<file path="config.mk">
export PLATFORM = sky130hd
export DESIGN_NAME = div_unit
export DESIGN_NICKNAME = d
export VERILOG_FILES = /design/src/rtl/div_unit.sv
export SDC_FILE = /design/constraint.sdc
export NUM_CORES = 1
export LEC_CHECK = 0
export CAP_MARGIN = 15
export CELL_PAD_IN_SITES_DETAIL_PLACEMENT = 0
export CELL_PAD_IN_SITES_GLOBAL_PLACEMENT = 1
export CORE_ASPECT_RATIO = 0.8
export CORE_UTILIZATION = 31
export CTS_CLUSTER_DIAMETER = 80
export DETAILED_ROUTE_END_ITERATION = 8
export PLACE_DENSITY = 0.74
export SKIP_CTS_REPAIR_TIMING = 1
export SLEW_MARGIN = 10
export SYNTH_ARGS = -nofsm -noshare
export SYNTH_HDL_FRONTEND = slang
export SYNTH_SLANG_ARGS = --single-unit
</file>
<file path="constraint.sdc">
create_clock -name clk -period 4 [get_ports clk]
set_input_delay 0.8 -clock clk [delete_from_list [all_inputs] [get_ports clk]]
set_output_delay 0.8 -clock clk [all_outputs]
set_load 0.03 [all_outputs]
</file>
<file path="src/rtl/div_unit.sv">
// Iterative restoring divider for DIV/DIVU: one shift-subtract step per cycle,
// then a sign fix-up. Results are held until the next accepted start.
module div_unit #(
    parameter int DATA_W = 32
) (
    input  logic              clk,
    input  logic              rst_n,
    input  logic              start,
    input  logic              sign,
    input  logic              flush,
    input  logic [DATA_W-1:0] dividend,
    input  logic [DATA_W-1:0] divisor,
    output logic              busy,
    output logic              done,
    output logic [DATA_W-1:0] q,
    output logic [DATA_W-1:0] r,
    output logic              dz
);
    localparam int               CNT_W     = $clog2(DATA_W) + 1;
    localparam logic [CNT_W-1:0] LAST_STEP = CNT_W'(DATA_W - 1);

    typedef enum logic [1:0] {S_IDLE, S_RUN, S_FIX, S_DONE} state_t;

    state_t                    state_q, state_d;
    logic [CNT_W-1:0]          cnt_q, cnt_d;
    logic                      sign_q, sign_d;
    logic signed [DATA_W-1:0]  dvd_q, dvd_d;
    logic signed [DATA_W-1:0]  dvs_q, dvs_d;
    logic [DATA_W-1:0]         quo_q, quo_d;
    logic [DATA_W-1:0]         rem_q, rem_d;
    logic                      busy_q, busy_d;
    logic                      done_q, done_d;
    logic                      dz_q, dz_d;
    logic [DATA_W-1:0]         q_q, q_d;
    logic [DATA_W-1:0]         r_q, r_d;

    logic [DATA_W-1:0]         dvs_mag;
    logic [DATA_W:0]           rem_sh;
    logic [DATA_W:0]           diff;
    logic                      can_accept;

    function automatic logic [DATA_W-1:0] neg_f(input logic [DATA_W-1:0] v);
        return (~v) + DATA_W'(1);
    endfunction

    function automatic logic [DATA_W-1:0] abs_f(input logic [DATA_W-1:0] v,
                                                input logic              is_signed);
        return (is_signed && v[DATA_W-1]) ? neg_f(v) : v;
    endfunction

    always_comb begin
        state_d  = state_q;
        cnt_d    = cnt_q;
        sign_d   = sign_q;
        dvd_d    = dvd_q;
        dvs_d    = dvs_q;
        quo_d    = quo_q;
        rem_d    = rem_q;
        busy_d   = busy_q;
        done_d   = 1'b0;
        dz_d     = dz_q;
        q_d      = q_q;
        r_d      = r_q;

        dvs_mag    = abs_f(dvs_q, sign_q);
        // Borrow out of the extra top bit means the trial subtraction failed.
        rem_sh     = {rem_q, quo_q[DATA_W-1]};
        diff       = rem_sh - {1'b0, dvs_mag};
        can_accept = (state_q == S_IDLE) || (state_q == S_DONE);

        if (flush) begin
            state_d = S_IDLE;
            busy_d  = 1'b0;
        end else begin
            case (state_q)
                S_IDLE, S_DONE: begin
                    if (start && can_accept) begin
                        state_d = S_RUN;
                        busy_d  = 1'b1;
                        cnt_d   = '0;
                        sign_d  = sign;
                        dvd_d   = dividend;
                        dvs_d   = divisor;
                        quo_d   = abs_f(dividend, sign);
                        rem_d   = '0;
                        dz_d    = 1'b0;
                    end else begin
                        state_d = S_IDLE;
                        busy_d  = 1'b0;
                    end
                end
                S_RUN: begin
                    if (diff[DATA_W]) begin
                        rem_d = rem_sh[DATA_W-1:0];
                        quo_d = {quo_q[DATA_W-2:0], 1'b0};
                    end else begin
                        rem_d = diff[DATA_W-1:0];
                        quo_d = {quo_q[DATA_W-2:0], 1'b1};
                    end
                    cnt_d = cnt_q + CNT_W'(1);
                    if (cnt_q == LAST_STEP) begin
                        state_d = S_FIX;
                    end
                end
                S_FIX: begin
                    // A zero divisor reports the raw dividend regardless of sign mode.
                    if (dvs_q == '0) begin
                        q_d  = '1;
                        r_d  = dvd_q;
                        dz_d = 1'b1;
                    end else begin
                        q_d  = (sign_q && (dvd_q[DATA_W-1] ^ dvs_q[DATA_W-1])) ? neg_f(quo_q) : quo_q;
                        r_d  = (sign_q && dvd_q[DATA_W-1]) ? neg_f(rem_q) : rem_q;
                        dz_d = 1'b0;
                    end
                    state_d = S_DONE;
                    busy_d  = 1'b0;
                    done_d  = 1'b1;
                end
                default: begin
                    state_d = S_IDLE;
                    busy_d  = 1'b0;
                end
            endcase
        end
    end

    always_ff @(posedge clk or negedge rst_n) begin
        if (!rst_n) begin
            state_q <= S_IDLE;
            cnt_q   <= '0;
            sign_q  <= 1'b0;
            dvd_q   <= '0;
            dvs_q   <= '0;
            quo_q   <= '0;
            rem_q   <= '0;
            busy_q  <= 1'b0;
            done_q  <= 1'b0;
            dz_q    <= 1'b0;
            q_q     <= '0;
            r_q     <= '0;
        end else begin
            state_q <= state_d;
            cnt_q   <= cnt_d;
            sign_q  <= sign_d;
            dvd_q   <= dvd_d;
            dvs_q   <= dvs_d;
            quo_q   <= quo_d;
            rem_q   <= rem_d;
            busy_q  <= busy_d;
            done_q  <= done_d;
            dz_q    <= dz_d;
            q_q     <= q_d;
            r_q     <= r_d;
        end
    end

    assign busy = busy_q;
    assign done = done_q;
    assign dz   = dz_q;
    assign q    = q_q;
    assign r    = r_q;

endmodule

</file>
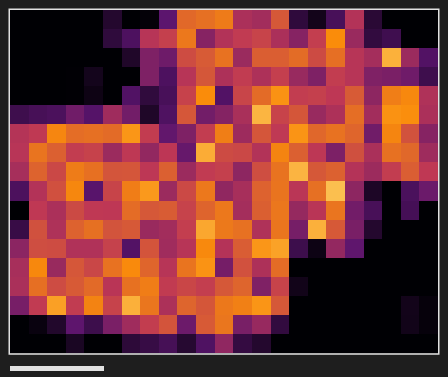
*Local utilization, run 1*
The bar under the picture is 50 µm long. The die is cut into 23 by 18 equal tiles; black is low, pale yellow is high, 0 to 100% covered.
4.6% of the tiles are over 75% full. 22% of the tiles are nearly empty. The emptiest ninth of the die: south-east. The mean over all tiles is 38%.

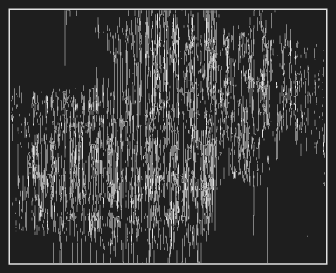
*Met2 routing, run 1*
The layer holds 44% of the routed length. The wires run mostly vertical. 1,413 nets have wire on it.

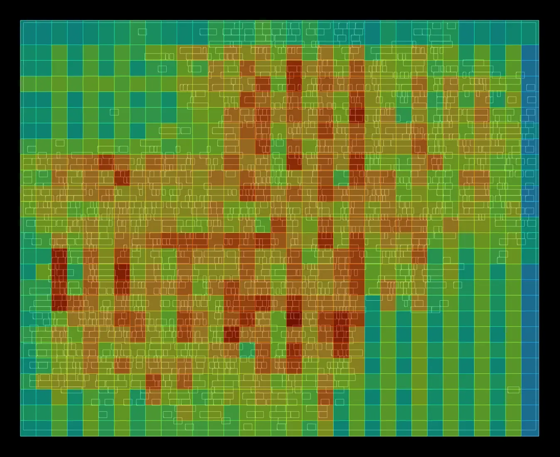
*Routing congestion map, run 1*
global-route met2 utilization: 28.3%
Global Route Usage Sum: 18.2%
wire length per cell after detailed routing: 17.5 µm
global-route track usage on met3: 2.80%
Finished Core Util: 40.8%

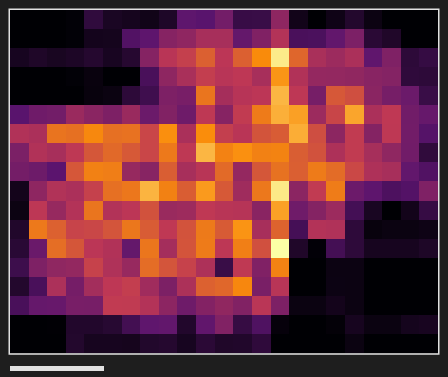
*Routed metal per tile, run 1*
The bar under the picture is 50 µm long. The die is cut into 23 by 18 equal tiles; black is low, pale yellow is high, scaled to the fullest tile. Values are wire area over tile area, all layers added.
The emptiest ninth of the die: south-east. The densest ninth of the die: center. 14% of the tiles are nearly empty.

==> Flow_metrics.wiki, run 1 <==
== Metrics ==
{| class="wikitable"
! Metric !! Value
|-
| Result of the run || complete, but fails checks
|-
| Violated checks || negative setup slack
|-
| Crit path setup slack, layout || -0.0703 ns
|-
| Post-synthesis to final-layout area growth || 30.0%
|-
| Comb area share || 45.4%
|-
| Critical Path End Type || flip-flop
|-
| Most repeated cell in the gate-level netlist after synthesis || dfrtp_1
|-
| Most common cell on crit path || buf_6
|-
| Cell family contributing the most delay on the critical path || simple AND/OR/NAND/NOR gates
|-
| Total number of vias || 11,200
|-
| Most frequent cells after synthesis || 204 x dfrtp_1, 161 x nor2_1, 156 x nand2_1
|-
| Maximum fanout along the worst path || 5
|-
| Leading cell types by total area after synthesis || dfrtp_1 40%, mux2_2 5.6%, xnor2_1 5.5%, o21ai_0 5.4%, a21oi_1 5.1%
|-
| Wire length on met3 || 1.87 mm
|-
| Post-synth design cell area || 12,700 µm²
|-
| Unrepaired setup endpoints after global routing || yes
|-
| Clock Path Buffers || 3
|-
| Worst path arrival time || 4.48 ns
|-
| Pre-CTS WS || -0.254 ns
|-
| Chip Footprint || 41,900 µm²
|-
| Switching power as a share of total power || 43.6%
|-
| Proportion of power drawn by combinational gates || 55.6%
|-
| Flop share of the area || 30.8%
|-
| Bufs and invs on worst path || 3
|-
| Share of final-layout standard cells stronger than drive strength 1 || 17.3%
|-
| Last weighted congestion value of the routability-driven placer || 0.874
|-
| IO Pins || 136
|-
| Number of antenna violations at the first check in global routing || 0
|-
| Internal power || 7.30 mW
|-
| Power attributed to combinational cells || 7.19 mW
|-
| Cell type with the largest total area || dfrtp_1
|-
| GRT Max-Usage Layer || met2
|-
| Number of DRC violations after detailed-routing iteration 0 || 648
|-
| Number of port buffers || 135
|-
| Power group with the largest share || combinational logic
|-
| Core region area || 40,500 µm²
|-
| Vias in the first global route || 11,000
|-
| Via density || 5.07
|-
| Sequential element share of the synthesized area || 40.1%
|-
| Path class of the lowest-slack min-delay path || in2async
|-
| Multiplexer share of the synthesized area || 8.01%
|-
| Beginning of the critical path || dvs_q[11]
|-
| OpenROAD warning count || 29
|-
| Chip area estimate from yosys synthesis || 12,700 µm²
|-
| Dominant non-sequential cell family after synthesis || AND-OR/OR-AND gates
|-
| Number of buffers added by the clock tree synthesis step || 25
|-
| VDD IR-drop max || 0.461 mV
|-
| Yosys xor share || 10.4%
|-
| Sum of overflow across all layers after global routing || 0
|-
| Number of nets at the end of the flow || 1,762
|-
| Destination of the worst register-to-register timing path || rem_q[7]
|-
| Leading cell type in the layout, fill and taps excluded || dfrtp_1
|-
| Cell-by-cell trace of the critical path || or4_4, nor4_4, and3_4, nand2_2, o21ai_2, xor2_1, ha_1, a21o_1, a21oi_2, o21ai_4, nor3b_4, buf_6, a21oi_4, a311oi_4, buf_6, buf_12, mux2i_1, o22ai_1
|-
| DR pass1 iterations || 5
|-
| Setup clock skew after layout || 0.0128 ns
|-
| Fraction of area in non-clock buffers || 14.8%
|-
| Clock network fraction of design power || 16.3%
|-
| Comb. cell area || 7510 µm²
|-
| Placed cell count || 2,159
|-
| Top flip-flop cell by instance count after synthesis || dfrtp_1
|-
| Filler Cells Inserted || 4,086
|-
| #MultiIn Comb || 1,137
|-
| Rows || 66
|-
| Final total negative setup slack || -1.28 ns
|-
| Worst reg-to-reg setup slack || -0.07 ns
|-
| Post-Synth Adder-Cell Area || 3.99%
|-
| Number of pins with negative max-slew slack in the final report || 0
|-
| Vertical die dimension || 183 µm
|-
| Placed wire-length estimate after detailed placement || 29.0 mm
|-
| First-pass GRT wire length || 60.9 mm
|-
| Peak clock frequency supported by timing || 0.246 GHz
|-
| Sequential cell power || 3.65 mW
|-
| FF+latch count, synth || 204
|-
| Post-Synth Simple-Gate Area || 16.5%
|-
| Core Util at FP || 31.4%
|-
| Startpoint Class || flip-flop
|-
| Leading cell types in the layout, fill and taps excluded || 204 x dfrtp_1, 158 x nor2_1, 154 x nand2_1
|-
| Async set or reset register ratio after synthesis || 100%
|-
| Post-route minimum period || 4.07 ns
|-
| Tally of max-capacitance violations || 0
|-
| N_taps || 544
|-
| Share of the clock period used by the worst path after layout || 102%
|-
| Clock tree from TritonCTS || built
|-
| R2R cell count || 18
|-
| Count of synthesis-stage warnings from yosys || 0
|-
| PwrDens || 782 nW/µm²
|-
| Setup Viol. Count Final || 30
|-
| Total power consumption of the routed design || 12.9 mW
|-
| Cell count listed in synth_stat.txt || 1,442
|-
| Number of H-tree branching levels || 1
|-
| Count of nets left with antenna violations after detail routing || 0
|-
| Total placed instance area || 15,500 µm²
|-
| Syn nets || 1,551
|-
| Count of clock buffers in the final design || 33
|-
| Clk_lat worst skew || 0.54 ns
|-
| Final hold vios || 0
|-
| Worst-case hold slack || 0.299 ns
|-
| Routed wire length on met2 || 17.1 mm
|-
| Dominant class by area || multi-input combinational cells
|-
| Remaining design rule violation count || 0
|-
| Met1 GRT Util || 26.4%
|-
| Count of non-filler cells in the finished layout || 2,211
|-
| Worst slew margin || 36.8%
|-
| Share of the synthesized area in the top cell type || 40.1%
|-
| Leak || 7.08 nW
|-
| Cell area after layout || 16,600 µm²
|-
| Buffer count excluding the clock tree in the final layout || 265
|-
| Sequential standard cell area || 5100 µm²
|-
| Peak per-stage delay on the critical path || 0.56 ns
|-
| Seq pwr share || 28.2%
|-
| Number of distinct library cell variants in the gate-level netlist after synthesis || 66
|-
| Pin count of the biggest net entering global routing || 83
|-
| Root cell of the clock tree || clkbuf_16
|-
| Number of logic inverters in the finished layout || 20
|-
| Top metal layer carrying routed signals || met4
|-
| Clock-pin transition on the worst setup and hold timing paths || 0.06 ns
|-
| Count of sequential standard cells || 204
|-
| Synthesized netlist cell count || 1,442
|-
| Num Clock Sinks || 204
|-
| Depth of the critical timing path with buffers and inverters included || 18
|-
| Met1 WL || 19.0 mm
|-
| Power dissipated in the clock network || 2.10 mW
|-
| Worst Max-Slew Pin Slew || 0.946 ns
|-
| Antenna diode instance count || 0
|-
| Post-synth EDFFs || 0
|-
| Critical path start-end classification || reg2reg
|-
| Avg Inst Size Synth || 8.83 µm²
|-
| Share of final layout cell area taken by clock buffers and inverters || 4.41%
|}
### The metal 1 layer, run 1

The bar under the picture is 50 µm long.
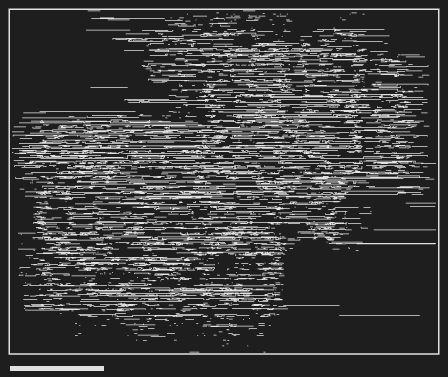

==> run 2: changes to the inputs <==
--- a/config.mk
+++ b/config.mk
@@ -12,7 +12,8 @@
 export CORE_UTILIZATION = 31
 export CTS_CLUSTER_DIAMETER = 80
 export DETAILED_ROUTE_END_ITERATION = 8
-export PLACE_DENSITY = 0.74
+export DONT_BUFFER_PORTS = 1
+export PLACE_DENSITY = 0.68
 export SKIP_CTS_REPAIR_TIMING = 1
 export SLEW_MARGIN = 10
 export SYNTH_ARGS = -nofsm -noshare
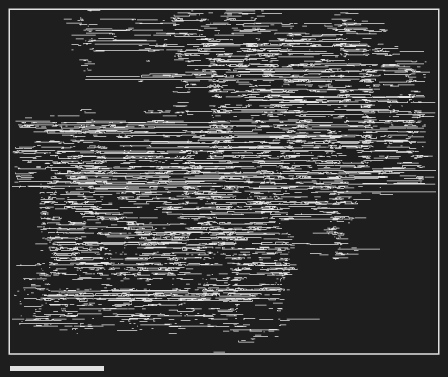
*The metal 1 layer, run 2*
The bar under the picture is 50 µm long.
The wires run mostly horizontal. 1,542 nets have wire on it. The layer carries 18,700 µm of wire. The longest straight run is 67.6 µm. The layer holds 48% of the routed length.

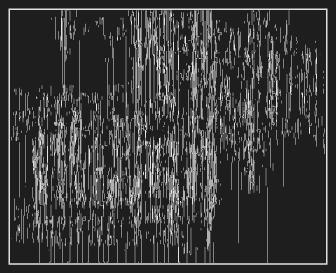
*Met2 routing, run 2*
1,308 nets have wire on it. The layer holds 44% of the routed length. The layer carries 17,200 µm of wire.

==> Flow_metrics.wiki, run 2 <==
== Metrics ==
{| class="wikitable"
! Metric !! Value
|-
| DR pass1 iterations || 5
|-
| Flop share of the area || 33.2%
|-
| Total number of vias || 10,800
|-
| Routed wire length on met2 || 17.2 mm
|-
| Worst-case hold slack || -0.0460 ns
|-
| Worst path arrival time || 4.55 ns
|-
| Setup Viol. Count Final || 32
|-
| Sequential element share of the synthesized area || 40.1%
|-
| Chip Footprint || 41,900 µm²
|-
| Switching power as a share of total power || 44.0%
|-
| Post-synthesis to final-layout area growth || 20.9%
|-
| Comb area share || 48.9%
|-
| Filler Cells Inserted || 4,119
|-
| Result of the run || complete, but fails checks
|-
| Fraction of area in non-clock buffers || 7.70%
|-
| Number of distinct library cell variants in the gate-level netlist after synthesis || 66
|-
| Num Clock Sinks || 204
|-
| Wire length on met3 || 2.55 mm
|-
| Seq pwr share || 33.4%
|-
| Depth of the critical timing path with buffers and inverters included || 19
|-
| Clock Path Buffers || 3
|-
| Internal power || 7.14 mW
|-
| Clk_lat worst skew || 0.55 ns
|-
| Vertical die dimension || 183 µm
|-
| Number of port buffers || 0
|-
| Synthesized netlist cell count || 1,442
|-
| Total placed instance area || 14,200 µm²
|-
| Vias in the first global route || 10,300
|-
| Crit path setup slack, layout || -0.152 ns
|-
| Leak || 6.65 nW
|-
| Final total negative setup slack || -3.38 ns
|-
| Most repeated cell in the gate-level netlist after synthesis || dfrtp_1
|-
| Dominant class by area || multi-input combinational cells
|-
| Pin count of the biggest net entering global routing || 205
|-
| Last weighted congestion value of the routability-driven placer || 0.865
|-
| Leading cell types in the layout, fill and taps excluded || 204 x dfrtp_1, 158 x nor2_1, 154 x nand2_1
|-
| Power dissipated in the clock network || 2.30 mW
|-
| Clock tree from TritonCTS || built
|-
| IO Pins || 136
|-
| Syn nets || 1,551
|-
| Met1 WL || 18.7 mm
|-
| Cell family contributing the most delay on the critical path || simple AND/OR/NAND/NOR gates
|-
| Critical path start-end classification || reg2reg
|-
| Share of the synthesized area in the top cell type || 40.1%
|-
| Cell count listed in synth_stat.txt || 1,442
|-
| Count of synthesis-stage warnings from yosys || 0
|-
| Via density || 5.16
|-
| Post-synth EDFFs || 0
|-
| Maximum fanout along the worst path || 5
|-
| Number of antenna violations at the first check in global routing || 3
|-
| Share of final layout cell area taken by clock buffers and inverters || 5.31%
|-
| Count of clock buffers in the final design || 32
|-
| Number of DRC violations after detailed-routing iteration 0 || 772
|-
| Power group with the largest share || combinational logic
|-
| Startpoint Class || flip-flop
|-
| Top flip-flop cell by instance count after synthesis || dfrtp_1
|-
| Count of nets left with antenna violations after detail routing || 0
|-
| Power attributed to combinational cells || 6.19 mW
|-
| Tally of max-capacitance violations || 0
|-
| Pre-CTS WS || -0.316 ns
|-
| Most common cell on crit path || buf_6
|-
| FF+latch count, synth || 204
|-
| Wire length per cell after detailed routing || 18.7 µm
|-
| Leading cell types by total area after synthesis || dfrtp_1 40%, mux2_2 5.6%, xnor2_1 5.5%, o21ai_0 5.4%, a21oi_1 5.1%
|-
| Avg Inst Size Synth || 8.83 µm²
|-
| Finished Core Util || 38.0%
|-
| Number of buffers added by the clock tree synthesis step || 25
|-
| Dominant non-sequential cell family after synthesis || AND-OR/OR-AND gates
|-
| Number of pins with negative max-slew slack in the final report || 0
|-
| Destination of the worst register-to-register timing path || rem_q[7]
|-
| #MultiIn Comb || 1,137
|-
| Multiplexer share of the synthesized area || 8.01%
|-
| Met1 GRT Util || 25.1%
|-
| Comb. cell area || 7530 µm²
|-
| Top metal layer carrying routed signals || met4
|-
| Buffer count excluding the clock tree in the final layout || 144
|-
| R2R cell count || 19
|-
| Peak per-stage delay on the critical path || 0.56 ns
|-
| Sequential standard cell area || 5100 µm²
|-
| Total power consumption of the routed design || 12.8 mW
|-
| Post-Synth Simple-Gate Area || 16.5%
|-
| Cell area after layout || 15,400 µm²
|-
| Number of logic inverters in the finished layout || 20
|-
| Sum of overflow across all layers after global routing || 0
|-
| Count of sequential standard cells || 204
|-
| Worst reg-to-reg setup slack || -0.15 ns
|-
| Final hold vios || 159
|-
| Core region area || 40,500 µm²
|-
| Post-synth design cell area || 12,700 µm²
|-
| Violated checks || negative hold slack, negative setup slack
|-
| N_taps || 544
|-
| Critical Path End Type || flip-flop
|-
| Yosys xor share || 10.4%
|-
| Async set or reset register ratio after synthesis || 100%
|-
| Peak clock frequency supported by timing || 0.241 GHz
|-
| Unrepaired setup endpoints after global routing || yes
|-
| Antenna diode instance count || 1
|-
| Bufs and invs on worst path || 4
|-
| Post-route minimum period || 4.15 ns
|-
| Remaining design rule violation count || 0
|-
| Root cell of the clock tree || clkbuf_16
|-
| GRT Max-Usage Layer || met2
|-
| Placed cell count || 2,033
|-
| Global Route Usage Sum || 18.1%
|-
| Global-route track usage on met3 || 4.88%
|-
| Share of final-layout standard cells stronger than drive strength 1 || 20.2%
|-
| Cell-by-cell trace of the critical path || or4_4, nor4_4, and3_4, buf_6, nor2_4, xnor2_2, ha_4, a21oi_2, nand2_1, a221o_1, nor2b_4, nor3b_2, buf_4, a21oi_4, a311oi_4, buf_6, buf_12, mux2i_1, o22ai_1
|-
| Leading cell type in the layout, fill and taps excluded || dfrtp_1
|-
| Clock-pin transition on the worst setup and hold timing paths || 0.06 ns
|-
| Worst Max-Slew Pin Slew || 0.958 ns
|-
| VDD IR-drop max || 0.363 mV
|-
| Number of nets at the end of the flow || 1,641
|-
| Number of H-tree branching levels || 1
|-
| Share of the clock period used by the worst path after layout || 104%
|-
| Count of non-filler cells in the finished layout || 2,093
|-
| Cell type with the largest total area || dfrtp_1
|}
Power is estimated from default activity; no workload was simulated.
